### Cell sizes after repair

(3 px per um)
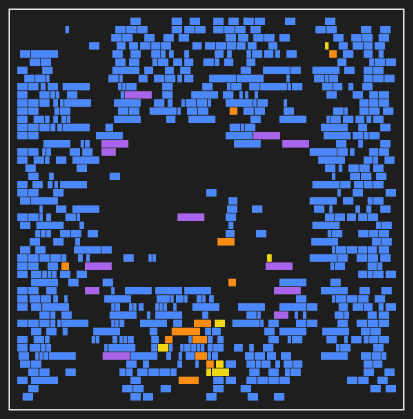
### Placed cells, one colour a class

(3 px per um)
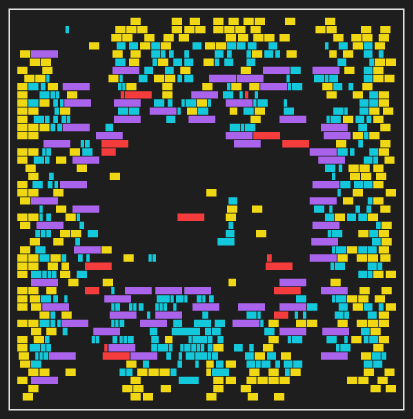
### Metal 1

(4 px per um)
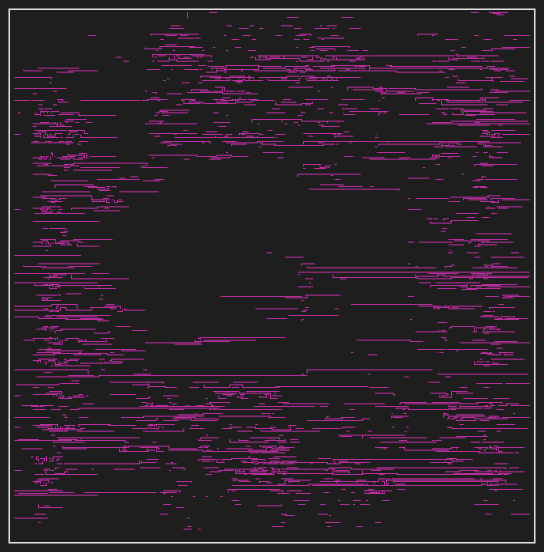
### Close-up of the layout

Window x 20 to 45, y 87 to 112 um. Cells in grey, sequential cells in the stronger grey; small squares are vias.
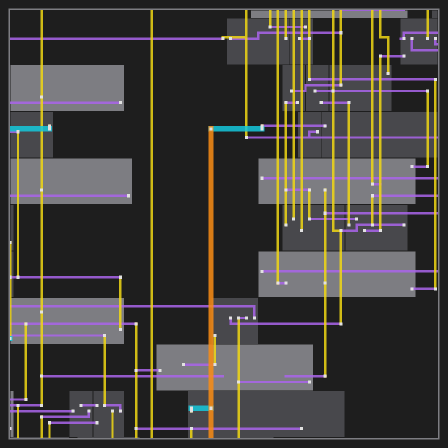
### Congestion heat map

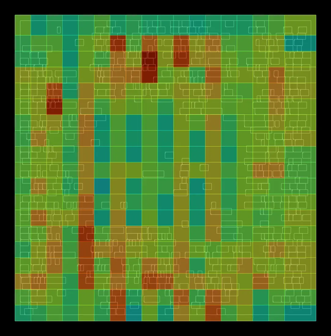
<file path="src/rtl/mc_package.sv">
// Shared memory-controller bus widths used by the arbiter and its requesters.
package mc_package;
    parameter int ADDRWIDTH = 16;
    parameter int DATAWIDTH = 32;
endpackage

</file>
<file path="src/rtl/mc_arbiter_if.sv">
// Requester-side and memory-controller-side signals of mc_arbiter.
interface mc_arbiter_if #(parameter int NUM_REQ = 4);
    import mc_package::*;

    logic [NUM_REQ-1:0]                req_valid;
    logic [NUM_REQ-1:0]                req_rd_wr;
    logic [NUM_REQ-1:0][ADDRWIDTH-1:0] req_addr;
    logic [NUM_REQ-1:0][DATAWIDTH-1:0] req_wr_data;
    logic [NUM_REQ-1:0]                req_ready;
    logic [DATAWIDTH-1:0]              req_rd_data;
    logic [NUM_REQ-1:0]                grant;
    logic                              timeout;

    logic [ADDRWIDTH-1:0]              mc_addr;
    logic [DATAWIDTH-1:0]              mc_wr_data;
    logic                              mc_rd_wr;
    logic                              mc_valid;
    logic [DATAWIDTH-1:0]              mc_rd_data;
    logic                              mc_ready;

    modport slave (
        input  req_valid, req_rd_wr, req_addr, req_wr_data, mc_rd_data, mc_ready,
        output req_ready, req_rd_data, grant, timeout, mc_addr, mc_wr_data, mc_rd_wr, mc_valid
    );

    modport master (
        output req_valid, req_rd_wr, req_addr, req_wr_data, mc_rd_data, mc_ready,
        input  req_ready, req_rd_data, grant, timeout, mc_addr, mc_wr_data, mc_rd_wr, mc_valid
    );
endinterface

</file>
<file path="src/rtl/mc_arbiter.sv">
// Round-robin arbiter sharing one memory controller among NUM_REQ requesters.
// Optional BUSY watchdog is enabled with macro MC_ARB_TIMEOUT_EN.
module mc_arbiter
    import mc_package::*;
#(
    parameter int NUM_REQ        = 4,
    parameter int TIMEOUT_CYCLES = 64
) (
    input  logic         clk_i,
    input  logic         rst_i,
    mc_arbiter_if.slave  bus,
    output logic [1:0]   state_o
);
    // Handshake: a request is held on mc_valid/mc_addr/mc_wr_data/mc_rd_wr until the
    // controller answers with mc_ready for one cycle; that same cycle req_ready pulses
    // for the granted requester only, and req_rd_data is meaningful only then.
    localparam int IDXW = $clog2(NUM_REQ);

    typedef enum logic [1:0] {IDLE = 2'd0, BUSY = 2'd1, RELEASE = 2'd2} state_e;

    if (NUM_REQ < 2 || NUM_REQ > 8 || TIMEOUT_CYCLES < 1) begin : g_bad_param
        $error("mc_arbiter: NUM_REQ must be 2..8 and TIMEOUT_CYCLES >= 1");
    end

    state_e                 state_q, state_d;
    logic [IDXW-1:0]        rr_q, rr_d, gnt_idx_q, gnt_idx_d, win_idx;
    logic [IDXW:0]          cand;
    logic                   win_found;
    logic [NUM_REQ-1:0]     grant_q, grant_d;
    logic                   valid_q, valid_d, rd_wr_q, rd_wr_d;
    logic [ADDRWIDTH-1:0]   addr_q, addr_d;
    logic [DATAWIDTH-1:0]   wdata_q, wdata_d;
    logic                   done, tmo_hit;

    // First requesting port at or above the rr pointer, wrapping to 0.
    always_comb begin
        win_idx   = '0;
        win_found = 1'b0;
        cand      = '0;
        for (int i = 0; i < NUM_REQ; i++) begin
            cand = {1'b0, rr_q} + (IDXW+1)'(i);
            if (cand >= (IDXW+1)'(NUM_REQ)) cand = cand - (IDXW+1)'(NUM_REQ);
            if (!win_found && bus.req_valid[cand[IDXW-1:0]]) begin
                win_found = 1'b1;
                win_idx   = cand[IDXW-1:0];
            end
        end
    end

`ifdef MC_ARB_TIMEOUT_EN
    localparam int WDW = $clog2(TIMEOUT_CYCLES + 1);
    logic [WDW-1:0] wdog_q, wdog_d;

    always_comb begin
        wdog_d  = (state_q == BUSY) ? wdog_q + WDW'(1) : '0;
        tmo_hit = (state_q == BUSY) && (wdog_q == WDW'(TIMEOUT_CYCLES - 1)) && !bus.mc_ready;
    end

    always_ff @(posedge clk_i or posedge rst_i) begin
        if (rst_i) wdog_q <= '0;
        else       wdog_q <= wdog_d;
    end
`else
    assign tmo_hit = 1'b0;
`endif

    assign done = (state_q == BUSY) && (bus.mc_ready || tmo_hit);

    always_comb begin
        state_d   = state_q;
        rr_d      = rr_q;
        gnt_idx_d = gnt_idx_q;
        grant_d   = grant_q;
        valid_d   = valid_q;
        rd_wr_d   = rd_wr_q;
        addr_d    = addr_q;
        wdata_d   = wdata_q;
        case (state_q)
            IDLE: begin
                if (win_found) begin
                    gnt_idx_d          = win_idx;
                    grant_d            = '0;
                    grant_d[win_idx]   = 1'b1;
                    valid_d            = 1'b1;
                    rd_wr_d            = bus.req_rd_wr[win_idx];
                    addr_d             = bus.req_addr[win_idx];
                    // Reads keep the previous write data on the bus.
                    if (bus.req_rd_wr[win_idx]) wdata_d = bus.req_wr_data[win_idx];
                    state_d            = BUSY;
                end
            end
            BUSY: begin
                if (done) begin
                    valid_d = 1'b0;
                    grant_d = '0;
                    rr_d    = (gnt_idx_q == IDXW'(NUM_REQ - 1)) ? '0 : gnt_idx_q + IDXW'(1);
                    state_d = RELEASE;
                end
            end
            RELEASE: state_d = IDLE;
            default: state_d = IDLE;
        endcase
    end

    always_ff @(posedge clk_i or posedge rst_i) begin
        if (rst_i) begin
            state_q   <= IDLE;
            rr_q      <= '0;
            gnt_idx_q <= '0;
            grant_q   <= '0;
            valid_q   <= 1'b0;
            rd_wr_q   <= 1'b0;
            addr_q    <= '0;
            wdata_q   <= '0;
        end else begin
            state_q   <= state_d;
            rr_q      <= rr_d;
            gnt_idx_q <= gnt_idx_d;
            grant_q   <= grant_d;
            valid_q   <= valid_d;
            rd_wr_q   <= rd_wr_d;
            addr_q    <= addr_d;
            wdata_q   <= wdata_d;
        end
    end

    assign bus.req_ready   = done ? grant_q : '0;
    assign bus.req_rd_data = bus.mc_rd_data;
    assign bus.grant       = grant_q;
    assign bus.timeout     = tmo_hit;
    assign bus.mc_addr     = addr_q;
    assign bus.mc_wr_data  = wdata_q;
    assign bus.mc_rd_wr    = rd_wr_q;
    assign bus.mc_valid    = valid_q;
    assign state_o         = state_q;
endmodule

</file>
<file path="src/flat_wrapper.sv">
// flat-port wrapper written by rule: the top's interface ports become plain ports
module mc_arbiter_flat import mc_package::*;
#(
    parameter int NUM_REQ        = 4,
    parameter int TIMEOUT_CYCLES = 64
)
  (clk_i, rst_i, state_o, bus_req_valid, bus_req_rd_wr, bus_req_addr, bus_req_wr_data, bus_mc_rd_data, bus_mc_ready, bus_req_ready, bus_req_rd_data, bus_grant, bus_timeout, bus_mc_addr, bus_mc_wr_data, bus_mc_rd_wr, bus_mc_valid);
  mc_arbiter_if #(.NUM_REQ(NUM_REQ)) bus_i ();
  input  logic clk_i;
  input  logic rst_i;
  output logic [1:0] state_o;
  input wire logic [$bits(bus_i.req_valid)-1:0] bus_req_valid;
  input wire logic [$bits(bus_i.req_rd_wr)-1:0] bus_req_rd_wr;
  input wire logic [$bits(bus_i.req_addr)-1:0] bus_req_addr;
  input wire logic [$bits(bus_i.req_wr_data)-1:0] bus_req_wr_data;
  input wire logic [$bits(bus_i.mc_rd_data)-1:0] bus_mc_rd_data;
  input wire logic [$bits(bus_i.mc_ready)-1:0] bus_mc_ready;
  output wire logic [$bits(bus_i.req_ready)-1:0] bus_req_ready;
  output wire logic [$bits(bus_i.req_rd_data)-1:0] bus_req_rd_data;
  output wire logic [$bits(bus_i.grant)-1:0] bus_grant;
  output wire logic [$bits(bus_i.timeout)-1:0] bus_timeout;
  output wire logic [$bits(bus_i.mc_addr)-1:0] bus_mc_addr;
  output wire logic [$bits(bus_i.mc_wr_data)-1:0] bus_mc_wr_data;
  output wire logic [$bits(bus_i.mc_rd_wr)-1:0] bus_mc_rd_wr;
  output wire logic [$bits(bus_i.mc_valid)-1:0] bus_mc_valid;
  assign bus_i.req_valid = bus_req_valid;
  assign bus_i.req_rd_wr = bus_req_rd_wr;
  assign bus_i.req_addr = bus_req_addr;
  assign bus_i.req_wr_data = bus_req_wr_data;
  assign bus_i.mc_rd_data = bus_mc_rd_data;
  assign bus_i.mc_ready = bus_mc_ready;
  assign bus_req_ready = bus_i.req_ready;
  assign bus_req_rd_data = bus_i.req_rd_data;
  assign bus_grant = bus_i.grant;
  assign bus_timeout = bus_i.timeout;
  assign bus_mc_addr = bus_i.mc_addr;
  assign bus_mc_wr_data = bus_i.mc_wr_data;
  assign bus_mc_rd_wr = bus_i.mc_rd_wr;
  assign bus_mc_valid = bus_i.mc_valid;
  mc_arbiter #(.NUM_REQ(NUM_REQ), .TIMEOUT_CYCLES(TIMEOUT_CYCLES)) u_core (.clk_i(clk_i), .rst_i(rst_i), .bus(bus_i), .state_o(state_o));
endmodule
</file>
<file path="config.mk">
export PLATFORM = sky130hd
export DESIGN_NAME = mc_arbiter_flat
export DESIGN_NICKNAME = d
export VERILOG_FILES = /design/src/rtl/mc_package.sv /design/src/rtl/mc_arbiter_if.sv /design/src/rtl/mc_arbiter.sv /design/src/flat_wrapper.sv
export SDC_FILE = /design/constraint.sdc
export NUM_CORES = 1
export LEC_CHECK = 0
export ABC_CLOCK_PERIOD_IN_PS = 5800
export CAP_MARGIN = 20
export CORE_AREA = 2 2 129 131
export CTS_CLUSTER_DIAMETER = 120
export DETAILED_ROUTE_END_ITERATION = 6
export DIE_AREA = 0 0 131 133
export GPL_ROUTABILITY_DRIVEN = 0
export MAX_ROUTING_LAYER = met4
export PLACE_DENSITY_LB_ADDON = 0.25
export SLEW_MARGIN = 0
export SYNTH_ARGS = -nofsm -noshare
export SYNTH_HDL_FRONTEND = slang
export SYNTH_SLANG_ARGS = --single-unit
</file>
<file path="constraint.sdc">
create_clock -name clk_i -period 5.8 [get_ports clk_i]
set_input_delay 0.58 -clock clk_i [delete_from_list [all_inputs] [get_ports clk_i]]
set_output_delay 0.58 -clock clk_i [all_outputs]
set_load 0.03 [all_outputs]
</file>
==> impl_metrics.json <==
{
  "largest_reg_flops": 32,
  "drtIter0Drc": 230,
  "simple_gate_area_frac": 0.116,
  "reg2regPathDepth": 4,
  "busiest_layer": "met2",
  "inv_count": 36,
  "logic_area_mm2": 0.00187,
  "comb_share": 0.278,
  "slew_headroom": 0.300,
  "p_clk_frac": 0.172,
  "pre_cts_slack_ns": 1.79,
  "nets": 871,
  "holdPathEnd": "u_core.bus.mc_valid",
  "yosysWarnings": 0,
  "initCoreUtil": 0.245,
  "pg_seq_mw": 0.758,
  "outcome": "complete, no violations",
  "maxPowerGroup": "combinational logic",
  "synth.avg_cell_area_um2": 9.25,
  "clk_share": 0.0420,
  "use_met2": 0.303,
  "logic_family": "AND-OR/OR-AND gates",
  "slowest_delay_ns": 0.90,
  "vdd_drop_max_uv": 192,
  "clock_skew_ns": 0.00527,
  "ff2ff_setup_slack_ns": 2.96,
  "clockBufferDepth": 2,
  "synth.distinct_cells": 42,
  "hold_start": "u_core.bus.mc_valid",
  "seq_area_mm2": 0.00150
}
Notes on 'Cell sizes after repair' above:
[blue] drive 1 or less | cells: 609 | share: 95% | most used: clkdlybuf4s50_1
[orange] drive 3 to 4 | cells: 12 | share: 1.9% | most used: buf_4
[purple] drive 6 and up | cells: 12 | share: 1.9% | most used: clkbuf_16
[yellow] drive 2 | cells: 7 | share: 1.1%
P&R area growth vs syn: 69.8%
Non-clk bufs: 268

Notes on 'Placed cells, one colour a class' above:
[cyan] all other logic | cells: 296
[purple] flip-flops | cells: 60
[red] clock drivers and dummy loads | cells: 16
[yellow] other buffers and delay cells | cells: 268
core area: 0.0162 mm2
flop share of the area: 0.223
final non-filler cell area: 0.00673 mm2

Notes on 'Metal 1' above:
longest straight run: 58.0 um
nets with wire on the layer: 702
met1 Track Usage GR: 0.195
WL final: 15,700 um
via count: 4,193

Notes on 'Close-up of the layout' above:
[yellow] met2
[orange] met4
[cyan] met3
[purple] met1
sequential cells in the window: 6
most frequent: dfrtp_1 (6), inv_1 (3), clkdlybuf4s50_1 (3)
netlist names of flops here include: `u_core.bus.mc_addr` (3), `u_core.bus.mc_wr_data` (2)
cells with their middle in the window: 21

Notes on 'Congestion heat map' above:
wire per inst: 18.2 um
post-layout util: 0.416
Total GRT Usage: 0.178

